Fig. 1: run 1, signal wires on met1
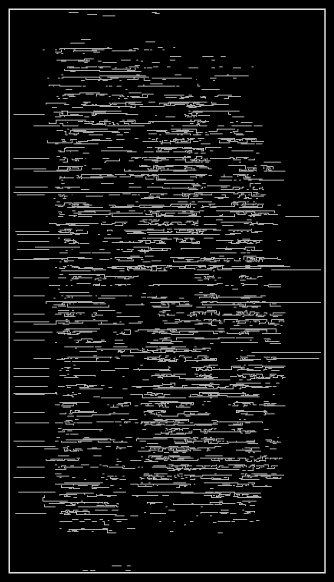
Fig. 2: run 1, metal 2
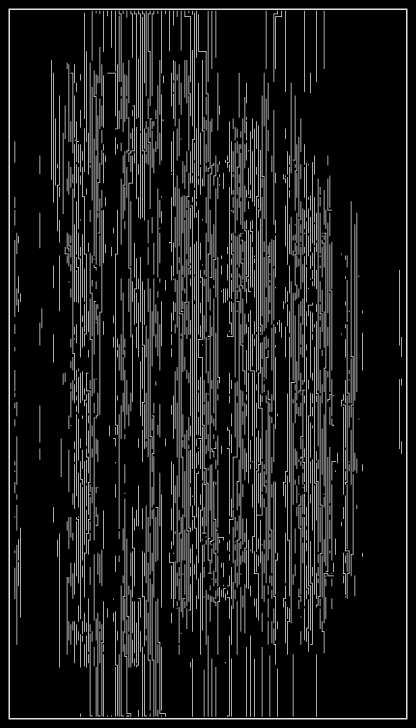
Fig. 3: run 1, met3 routing
Bar = 20 um. Cells faint in the background.
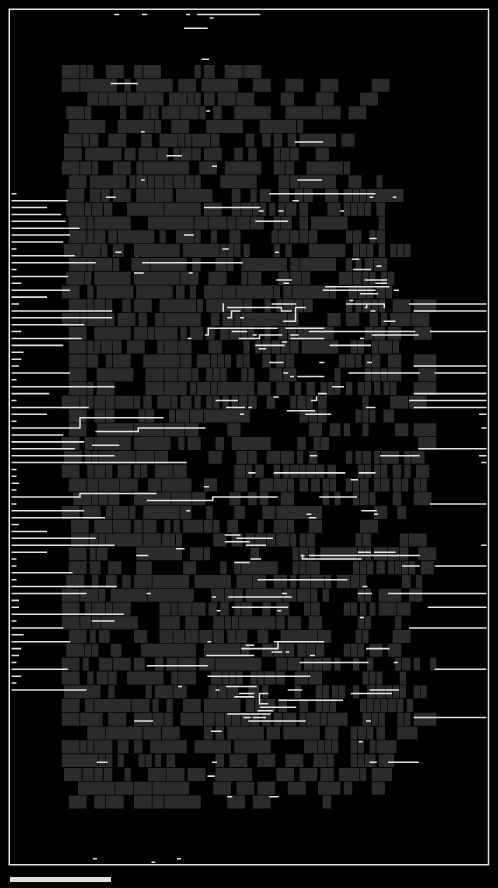
$ cat config.mk
export PLATFORM = sky130hd
export DESIGN_NAME = rf_wb_arbiter
export DESIGN_NICKNAME = d
export VERILOG_FILES = /design/src/rtl/rf_wb_arbiter.sv
export SDC_FILE = /design/constraint.sdc
export NUM_CORES = 1
export LEC_CHECK = 0
export ABC_AREA = 1
export CAP_MARGIN = 20
export CORE_ASPECT_RATIO = 2
export CORE_MARGIN = 10
export CORE_UTILIZATION = 40
export DETAILED_ROUTE_END_ITERATION = 7
export PLACE_DENSITY = 0.74
export SKIP_CTS_REPAIR_TIMING = 1
export SLEW_MARGIN = 20
export SYNTH_ARGS = -nofsm -noshare
export SYNTH_HDL_FRONTEND = slang
export SYNTH_SLANG_ARGS = --single-unit
$ cat constraint.sdc
create_clock -name clk -period 2.4 [get_ports clk]
set_input_delay 0.48 -clock clk [delete_from_list [all_inputs] [get_ports clk]]
set_output_delay 0.48 -clock clk [all_outputs]
set_load 0.02 [all_outputs]
$ cat src/rtl/rf_wb_arbiter.sv
// rf_wb_arbiter: two-requester register-file writeback arbiter with round-robin grant
// and a pending-write scoreboard that stalls issue on RAW/WAW hazards.
module rf_wb_arbiter #(
    parameter int N = 32
) (
    input  logic         clk,
    input  logic         rst,
    input  logic         req0_valid,
    input  logic [4:0]   req0_dest,
    input  logic [N-1:0] req0_data,
    output logic         req0_ready,
    input  logic         req1_valid,
    input  logic [4:0]   req1_dest,
    input  logic [N-1:0] req1_data,
    output logic         req1_ready,
    input  logic         issue_valid,
    input  logic [4:0]   issue_dest,
    input  logic [4:0]   issue_src1,
    input  logic [4:0]   issue_src2,
    output logic         stall,
    output logic         wr_en,
    output logic [4:0]   wr_dest,
    output logic [N-1:0] wr_data,
    output logic [31:0]  busy
);
    logic          last_grant;
    logic          grant0;
    logic          grant1;
    logic          hs;
    logic [4:0]    sel_dest;
    logic [N-1:0]  sel_data;
    logic [31:0]   busy_q;
    logic [31:0]   set_mask;
    logic [31:0]   clr_mask;

    // last_grant=1 means requester 1 won last, so requester 0 wins the next contention
    always_comb begin
        grant0   = !rst && req0_valid && (!req1_valid || last_grant);
        grant1   = !rst && req1_valid && (!req0_valid || !last_grant);
        hs       = grant0 || grant1;
        sel_dest = grant0 ? req0_dest : req1_dest;
        sel_data = grant0 ? req0_data : req1_data;
        stall    = !rst && issue_valid &&
                   ((issue_src1 != '0 && busy_q[issue_src1]) ||
                    (issue_src2 != '0 && busy_q[issue_src2]) ||
                    (issue_dest != '0 && busy_q[issue_dest]));
        set_mask = (!rst && issue_valid && !stall && issue_dest != '0) ? 32'd1 << issue_dest : '0;
        clr_mask = (hs && sel_dest != '0) ? 32'd1 << sel_dest : '0;
    end

    assign req0_ready = grant0;
    assign req1_ready = grant1;
    assign busy       = busy_q;

    always_ff @(posedge clk) begin
        if (rst) begin
            busy_q     <= '0;
            wr_en      <= 1'b0;
            wr_dest    <= '0;
            wr_data    <= '0;
            last_grant <= 1'b1;
        end else begin
            busy_q <= ((busy_q & ~clr_mask) | set_mask) & ~32'd1;
            wr_en  <= hs && sel_dest != '0;
            if (hs && sel_dest != '0) begin
                wr_dest <= sel_dest;
                wr_data <= sel_data;
            end
            if (hs)
                last_grant <= grant1;
        end
    end
endmodule

==> summary.txt, run 1 <==
The synthesis and place-and-route flow finished, so here is a summary.

The required time of the critical path came out at 2660 ps. The final max-slew violation count is 0. The final design was reported to hold multi-input combinational gates totalling 533. Once placement finished, the instance area stood at 6761 sq um. The worst hold path belongs to the class flip-flop to flip-flop. The post-route cell area came out at 7221 sq um.

The cell count in the Yosys report is 713. The vias per cell came out at 5.550. After technology mapping, the gate count stands at 713. The first global-routing pass estimated 30,700 um of wire. The launch point of the worst min-delay path is recorded as wr_dest[3]$_SDFFE_PP0P_. 167 I/O pins were placed. The post-route minimum period is 2322 ps. The timing report notes that buffer and inverter cells on the critical path total 7. The total routing resource utilization after global routing came out at 24.46%. The met1 layer usage reported by global route came out at 20.04%. The accumulated negative setup slack is 0 ps. Counting the clock-network buffers in the layout gives 9. The insertion delay of the later-clocked pin in the worst-skew pair is 330 ps.

On the critical path the largest part of the delay comes from buffers and inverters. The final period utilization is 96.75%. The largest cell class by area is non-clock buffers. The number of buffers inserted during clock tree synthesis is 9. Recorded from the global router log, the overflow total was 0. TritonCTS built the clock tree. Summing every instance area after synthesis gives 4412 sq um.

More flip-flops sit in one register than any other, and that register is wr_data. The net load switching power came out at 0.001143 W. The area of the synthesized netlist per yosys stat came out at 4412 sq um. Per the STA report, the cell with the highest stage delay on the worst path is sky130_fd_sc_hd__clkdlybuf4s50_1.

The average footprint of a synthesized cell came out at 6.188 sq um. The global routing stage identified its most utilized layer as met2. The dominant non-sequential cell family after synthesis is simple AND/OR/NAND/NOR gates. Post-synth the commonest register cell is sky130_fd_sc_hd__dfxtp_1.

The fill cell instance count of the final layout is 987. STA classifies the critical path endpoint as a flip-flop. The routed layout reports a DRC error count of 0.

Counting cells, the worst reg-to-reg path comes to 12. The detailed router put a total of 6183 um of wire on met1. The chip area is 15,880 sq um. The clock network fraction of total power is 36.3%.

The highest routed metal layer is met4. By area the synthesized netlist is led by sky130_fd_sc_hd__dfxtp_1, sky130_fd_sc_hd__nand2_1, sky130_fd_sc_hd__nand3_1, sky130_fd_sc_hd__a21oi_1, sky130_fd_sc_hd__nor2_1. The flip-flop count of the largest register after layout is 32. The per-cell routed wire length came out at 18.78 um. The arithmetic-cell share of the synthesized area counting full adders, half adders and majority gates is 0%. The number of antenna violations at the first check in global routing is 0. The floorplan has 54 rows. The met2 layer usage reported by global route is 45.38%. The register-to-register path setup slack came out at 420 ps.

The global placement routability congestion came out at 0.9438. In this run the tools logged warnings totalling 27. The power drawn by the clock network came out at 0.00134 W.

Registers represent a cell area share of 19.42%. Per the log, the first TritonRoute iteration ended with a DRC count of 553. The share of final-layout standard cells stronger than drive strength 1 is 17.00%. The count of final setup violators is 0. Overall power consumption after layout is estimated at 0.003688 W. Registers are responsible for 34.5% of the overall power.

Registers take 1403 sq um. The number of different library cells used by synthesis comes to 33. In this run, power in combinational logic comes to 0.00108 W. The number of H-tree levels came out at 3.

The run finished with clean final reports. The placed cell count is 1,068. The number of iterations in the first detailed-routing pass came out at 5. The number of global-route vias before repair came to 6,340. The end-of-flow core utilization is 66.38%. The multi-input gate share of the layout cell area came out at 35.14%.

Per the run summary, max-cap violations total 0.
Back to the opening pictures, Fig. 1:
main direction	horizontal
longest straight run	40.5 um
share of all routed wire	30%
wire length on this layer	6,180 um
nets with wire on the layer	941

Back to the opening pictures, Fig. 2:
main direction	vertical
wire length on this layer	11,000 um
longest straight run	62.6 um
Post-Route WL: 20,520 um
total via count in the routed design: 6,066

Back to the opening pictures, Fig. 3:
share of all routed wire	7.7%
nets with wire on the layer	191
fraction of met3 tracks used by global routing: 6.868%

==> run 2: changes to the inputs <==
- CAP_MARGIN: 20 -> default
- CTS_BUF_LIST: default -> sky130_fd_sc_hd__clkbuf_8
- DONT_BUFFER_PORTS: default -> 1
- PLACE_DENSITY: 0.74 -> default
==> run 2 against run 1 <==
  * Non-clock buffer count shrank 233
  * Highest routed layer unchanged
  * First-iteration DRC count shrank 15%
  * Critical path type is now input pin to primary output
  * Sequential power grew 8%
==> summary.txt, run 2 <==
The synthesis and place-and-route flow finished, so here is a summary.

The post-route minimum period is 2283 ps. The multi-input combinational cell area is 2524 sq um. The count of final setup violators came out at 0.

In this run the register-to-register setup slack is 340 ps. The post-route cell area came out at 4833 sq um. The largest total area in the synthesized netlist belongs to sky130_fd_sc_hd__dfxtp_1. In this run the number of H-tree levels came out at 3. The cell count in the Yosys report is 713. The per-cell routed wire length is 19.42 um. Summed over all nets, the switching power comes to 0.0009383 W. The path depth of the worst reg2reg path came out at 13.

At the pin with the least slew margin, the transition time is 527.3 ps. The flow ran to the end, and the final reports show no timing, DRC or antenna violations. The area added between synthesis and finish came out at 9.558%. For the combinational group, total power comes out at 0.000470 W.

The required time of the critical path came out at 1920 ps. The max capacitance violation total came out at 0. The most crowded layer after global routing is met2. The area of the synthesized netlist per yosys stat came out at 4412 sq um. The biggest area consumer among cell classes is combinational gates.

The vias per cell is 5.736. The number of instances in the synthesized netlist is 713. The final max-slew violation count is 0.

Per the skew report, the later register of the worst-skew pair sees a clock latency of 360 ps. The worst stage delay on the critical path is 240 ps. OpenSTA lists the critical path endpoint as stall. The number of warning messages in the logs came out at 26. Grouping stages by cell kind, the critical path spends the most delay in simple AND/OR/NAND/NOR gates. The sequential cell power is 0.00137 W. The final layout report lists a clock buffer count of 9. The category of the worst setup path capture point is a primary output.

The highest layer touched by signal routing is met4. The total routing resource utilization after global routing came out at 20.75%. The met2 layer usage reported by global route came out at 36.85%. The headroom to the max-slew limit is 64.80%.

The final period utilization is 95.11%. The accumulated negative setup slack came out at 0 ps. The multi-input gate share of the layout cell area came out at 52.21%.

The main area contributors are sky130_fd_sc_hd__dfxtp_1, sky130_fd_sc_hd__nand2_1, sky130_fd_sc_hd__nand3_1, sky130_fd_sc_hd__a21oi_1, sky130_fd_sc_hd__nor2_1. The worst hold path terminates at busy[20]$_SDFF_PP0_. For this design, the slowest cell found on the critical path is sky130_fd_sc_hd__nand2_1. The number of placement rows is 54. The core utilization at floorplan is 40.56%.

The number of iterations in the first detailed-routing pass came out at 5. The number of global-route vias before repair came out at 5,008. The sum of buffers and inverters on the critical path came out at 2.

After filler insertion, the fill cell instance count of the layout stands at 1,198. The number of buffers inserted during clock tree synthesis came out at 9. Averaged over all synthesized cells, the footprint is 6.188 sq um. The detailed-route DRC error count is 0. The sequential share of cell area came out at 29.25%.

The maximum resistive drop on vdd came out at 0.0004998 V. Of the combinational cells, the family taking the most area is simple AND/OR/NAND/NOR gates. Per the timing report, the most critical flop-to-flop path finishes at busy[12]$_SDFF_PP0_. The part of the total power dissipated in sequential elements is 51.1%. The top-level port count came out at 167. The area of the core is 10,880 sq um. The die is 94.26 um wide. The critical path is of the input pin to primary output type. The layout summary lists the proportion of cells stronger than drive strength 1 as 13.06%. The first-pass GRT wire length is 25,930 um. The number of antenna violations at the first check in global routing came to 0. The global placement routability congestion came out at 0.9357. In the hold timing report, the worst path depth is 1. The total power of the final layout came out at 0.002682 W. Per report_power, the Clock row totals 0.000840 W. The class of the worst hold path is input pin to flip-flop. The cell area reported after detailed placement is 4642 sq um. The placed cell count is 844. The prevailing post-synth register cell is sky130_fd_sc_hd__dfxtp_1. The cell area after synthesis came out at 4412 sq um. More flip-flops sit in one register than any other, and that register is wr_data. Per the hold report, the tightest min-delay path originates at rst. The arithmetic-cell share of the synthesized area counting full adders, half adders and majority gates came out at 0%. The chip area came out at 15,880 sq um. The register with the most flip-flops in the layout has 32 of them. In the per-layer summary, the met1 wirelength comes to 5560 um. The TritonCTS clock tree is yes.

In this run, the clock network consumes 31.3% of the power. The multi-input combinational cell count is 533. The unique cell type count in the Yosys netlist is 33. The area share of buffers outside the clock network is 6.731%.

The layout report lists the combined flip-flop and latch area as 1414 sq um. Recorded from the global router log, the overflow total was 0. The count of routing violations after the opening detailed-route iteration is 470.
Fig. 4: run 2, signal wires on met1
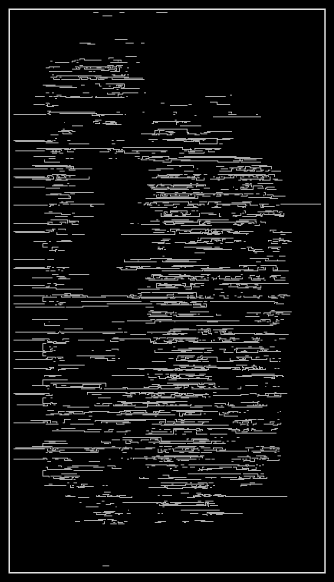
wire length on this layer	5,560 um
main direction	horizontal
longest straight run	25.3 um
share of all routed wire	33%
nets with wire on the layer	739

Fig. 5: run 2, M4 wires
Bar = 20 um.
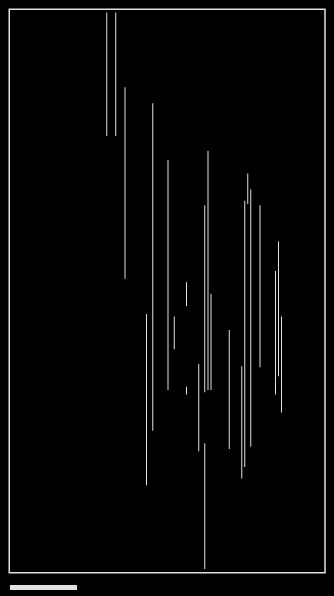
longest straight run	97.9 um
nets with wire on the layer	23
main direction	vertical
wire length on this layer	973 um
Post-Route WL: 16,700 um
total via count in the routed design: 4,933

Fig. 6: run 2, track usage over the die
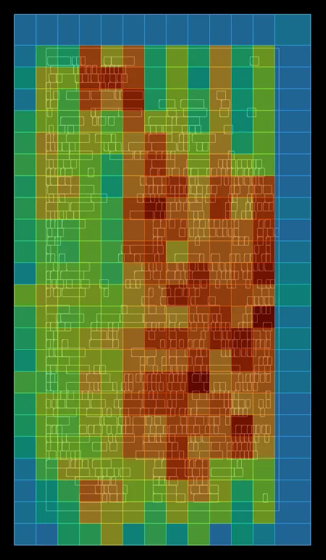
fraction of met3 tracks used by global routing: 7.399%
met1 GRT Util: 19.20%
fin util: 44.43%

==> run 3: changes to the inputs <==
- ABC_AREA: 1 -> default
==> run 3 against run 2 <==
  * The run now ends with negative setup slack left
  * Power increased by 4.0%
  * Combinational power decreased by 2%
  * Wire length is 2.6% lower
  * Flip-flop count is the same
  * Synthesized cell count fell by 38%
  * Global-route usage rose by 0.16 points
  * Sequential share of layout area shrank 1.7 points
  * Core utilization grew 6.1 points
  * Clock skew is 1.4 ps lower
  * Cell count is 28% lower
  * Synthesized area fell by 6.8%
  * First-iteration DRC count fell by 39%
  * Critical path type is now flip-flop to primary output
  * Largest power group unchanged
==> summary.txt, run 3 <==
The synthesis and place-and-route flow finished, so here is a summary.

The max capacitance violation total is 0. The global route total overflow came out at 0. The prevailing post-synth register cell is sky130_fd_sc_hd__dfxtp_1. Grouping non-sequential cells by family puts the most area in AND-OR/OR-AND gates. sky130_fd_sc_hd__dfxtp_1 takes more of the synthesized area than any other cell.

The register-to-register path setup slack is -80 ps. The main area contributors are sky130_fd_sc_hd__dfxtp_1, sky130_fd_sc_hd__mux2i_1, sky130_fd_sc_hd__a221oi_1, sky130_fd_sc_hd__mux4_2, sky130_fd_sc_hd__mux2_2. Per report_power, the Combinational row totals 0.000462 W. The post-route minimum period is 2678 ps. The launch point of the worst min-delay path is recorded as rst. The number of placement rows came out at 52. The number of standard cells in the layout, taps in and fillers out is 623.

The final-layout clock buffer total came out at 9. The post-route utilization of the core is recorded as 50.51%. The arithmetic-cell share of the synthesized area counting full adders, half adders and majority gates is 0%. The worst hold slack across all endpoints is 198.9 ps.

The number of H-tree levels came out at 3. The total power of the final layout is 0.002788 W. The area added between synthesis and finish came out at 23.85%.

The net load switching power came out at 0.0008785 W. For the worst reg-to-reg path, the endpoint reported by OpenROAD is busy[11]$_SDFF_PP0_. In the final timing run, aggregate negative setup slack is -579.2 ps. Per the STA report, the cell with the highest stage delay on the worst path is sky130_fd_sc_hd__mux4_2.

The setup path with the least slack is of type flip-flop to primary output. The global placement routability congestion is 0.9255. The register area came out at 1404 sq um. Registers are responsible for 48.1% of the overall power. In this run, the clock network consumes 35.4% of the power. The count of inserted tapcells came out at 135. The top-level port count is 167. The detailed-route DRC error count came out at 0. The number of buffers inserted during clock tree synthesis is 9.

The unique cell type count in the Yosys netlist is 55. The first-pass GRT wire length is 24,640 um. The chip area came out at 14,980 sq um. The placed cell count came out at 606. The sequential cell power came out at 0.00134 W. The worst register-to-register path depth is 7.

The area of the core came out at 10,080 sq um. Summing all non-filler instances in the final layout gives an area of 5094 sq um. According to the Yosys statistics, the synthesized design has a chip area of 4113 sq um. The share of final-layout standard cells stronger than drive strength 1 is 29.71%. The vias per cell is 6.494. The synth_stat.txt file lists the number of cells as 443. The cell family contributing the most delay on the critical path is multiplexers. The most crowded layer after global routing is met2.

Per the area breakdown, the dominant cell category is combinational gates. The multi-input combinational cell count is 298. On met3, the global router reports a usage of 9.471%. For the clock group, total power comes out at 0.000986 W. The maximum resistive drop on vdd came out at 0.0004982 V. The count of yosys warnings during synthesis came out at 0. The count of final setup violators is 9. Registers represent a cell area share of 27.56%. The run finished, with violations left. The headroom to the max-slew limit is 62.63%.

The number of iterations in the first detailed-routing pass came out at 5. The final max-slew violation count came out at 0. In the final routed layout, each cell accounts on average for 26.10 um. The average footprint of a synthesized cell came out at 9.284 sq um.

The total routing resource utilization after global routing came out at 20.91%. The count of routing violations after the opening detailed-route iteration is 287. The multi-input combinational cell area came out at 2643 sq um.

The placement stage leaves a total instance area of 4669 sq um. The flip-flop count of the largest register after layout is 32. The TritonCTS clock tree is yes. The final period utilization is 111.6%. The fraction of cell area in multi-input combinational cells is reported as 51.88%. Per the skew report, the later register of the worst-skew pair sees a clock latency of 360 ps. The power density over cell area came out at 547.4 nW/um^2. At the worst endpoint, the required time is 1920 ps. The class of the worst hold path is input pin to flip-flop.

From left edge to right edge, the die measures 91.70 um. The number of warning messages in the logs came out at 28. The slew at the pin closest to its max-slew limit is 557.9 ps. The highest metal layer carrying signal wires in the routed design is met4.

The number of sequential storage elements is 70. Synthesis produced 443 cells. The critical path contains buffers and inverters numbering 2 combined.

The instance count along the most critical hold path came out at 1. The longest incremental delay of any stage on the critical path is reported as 470 ps. The post-route worst setup slack came out at -277.7 ps. The final reports fail on negative setup slack. The number of antenna violations at the first check in global routing is 0.

The worst setup path is captured at a primary output. The area share of buffers outside the clock network came out at 10.44%. The register with the most flip-flops is wr_data.

The met1 wire length came out at 5094 um. The basic-gate share of the synthesized area counting and, or, nand and nor cells came out at 11.68%.
Fig. 7: run 3, signal wires on met1
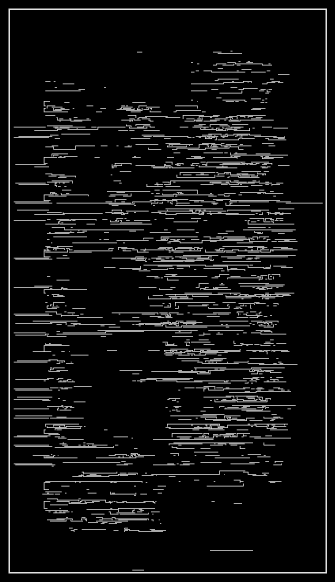
main direction	horizontal
share of all routed wire	31%
Post-Route WL: 16,260 um
met1 GRT Util: 17.74%
total via count in the routed design: 4,046

Fig. 8: run 3, M4 wires
Bar = 20 um.
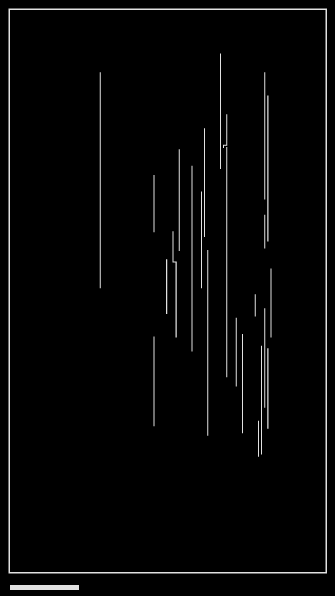
share of all routed wire	4.4%
longest straight run	66.6 um
main direction	vertical
nets with wire on the layer	21
wire length on this layer	714 um

Fig. 9: run 3, metal 2
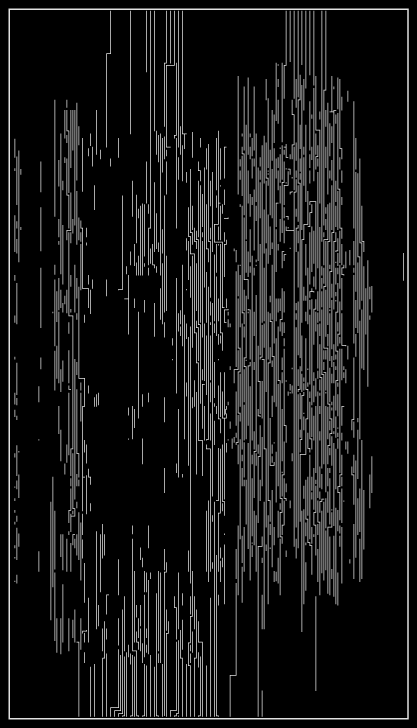
nets with wire on the layer	509
share of all routed wire	53%
longest straight run	81.8 um
GR met2 Demand/Resource: 38.34%

Power and IR drop assume default switching activity.
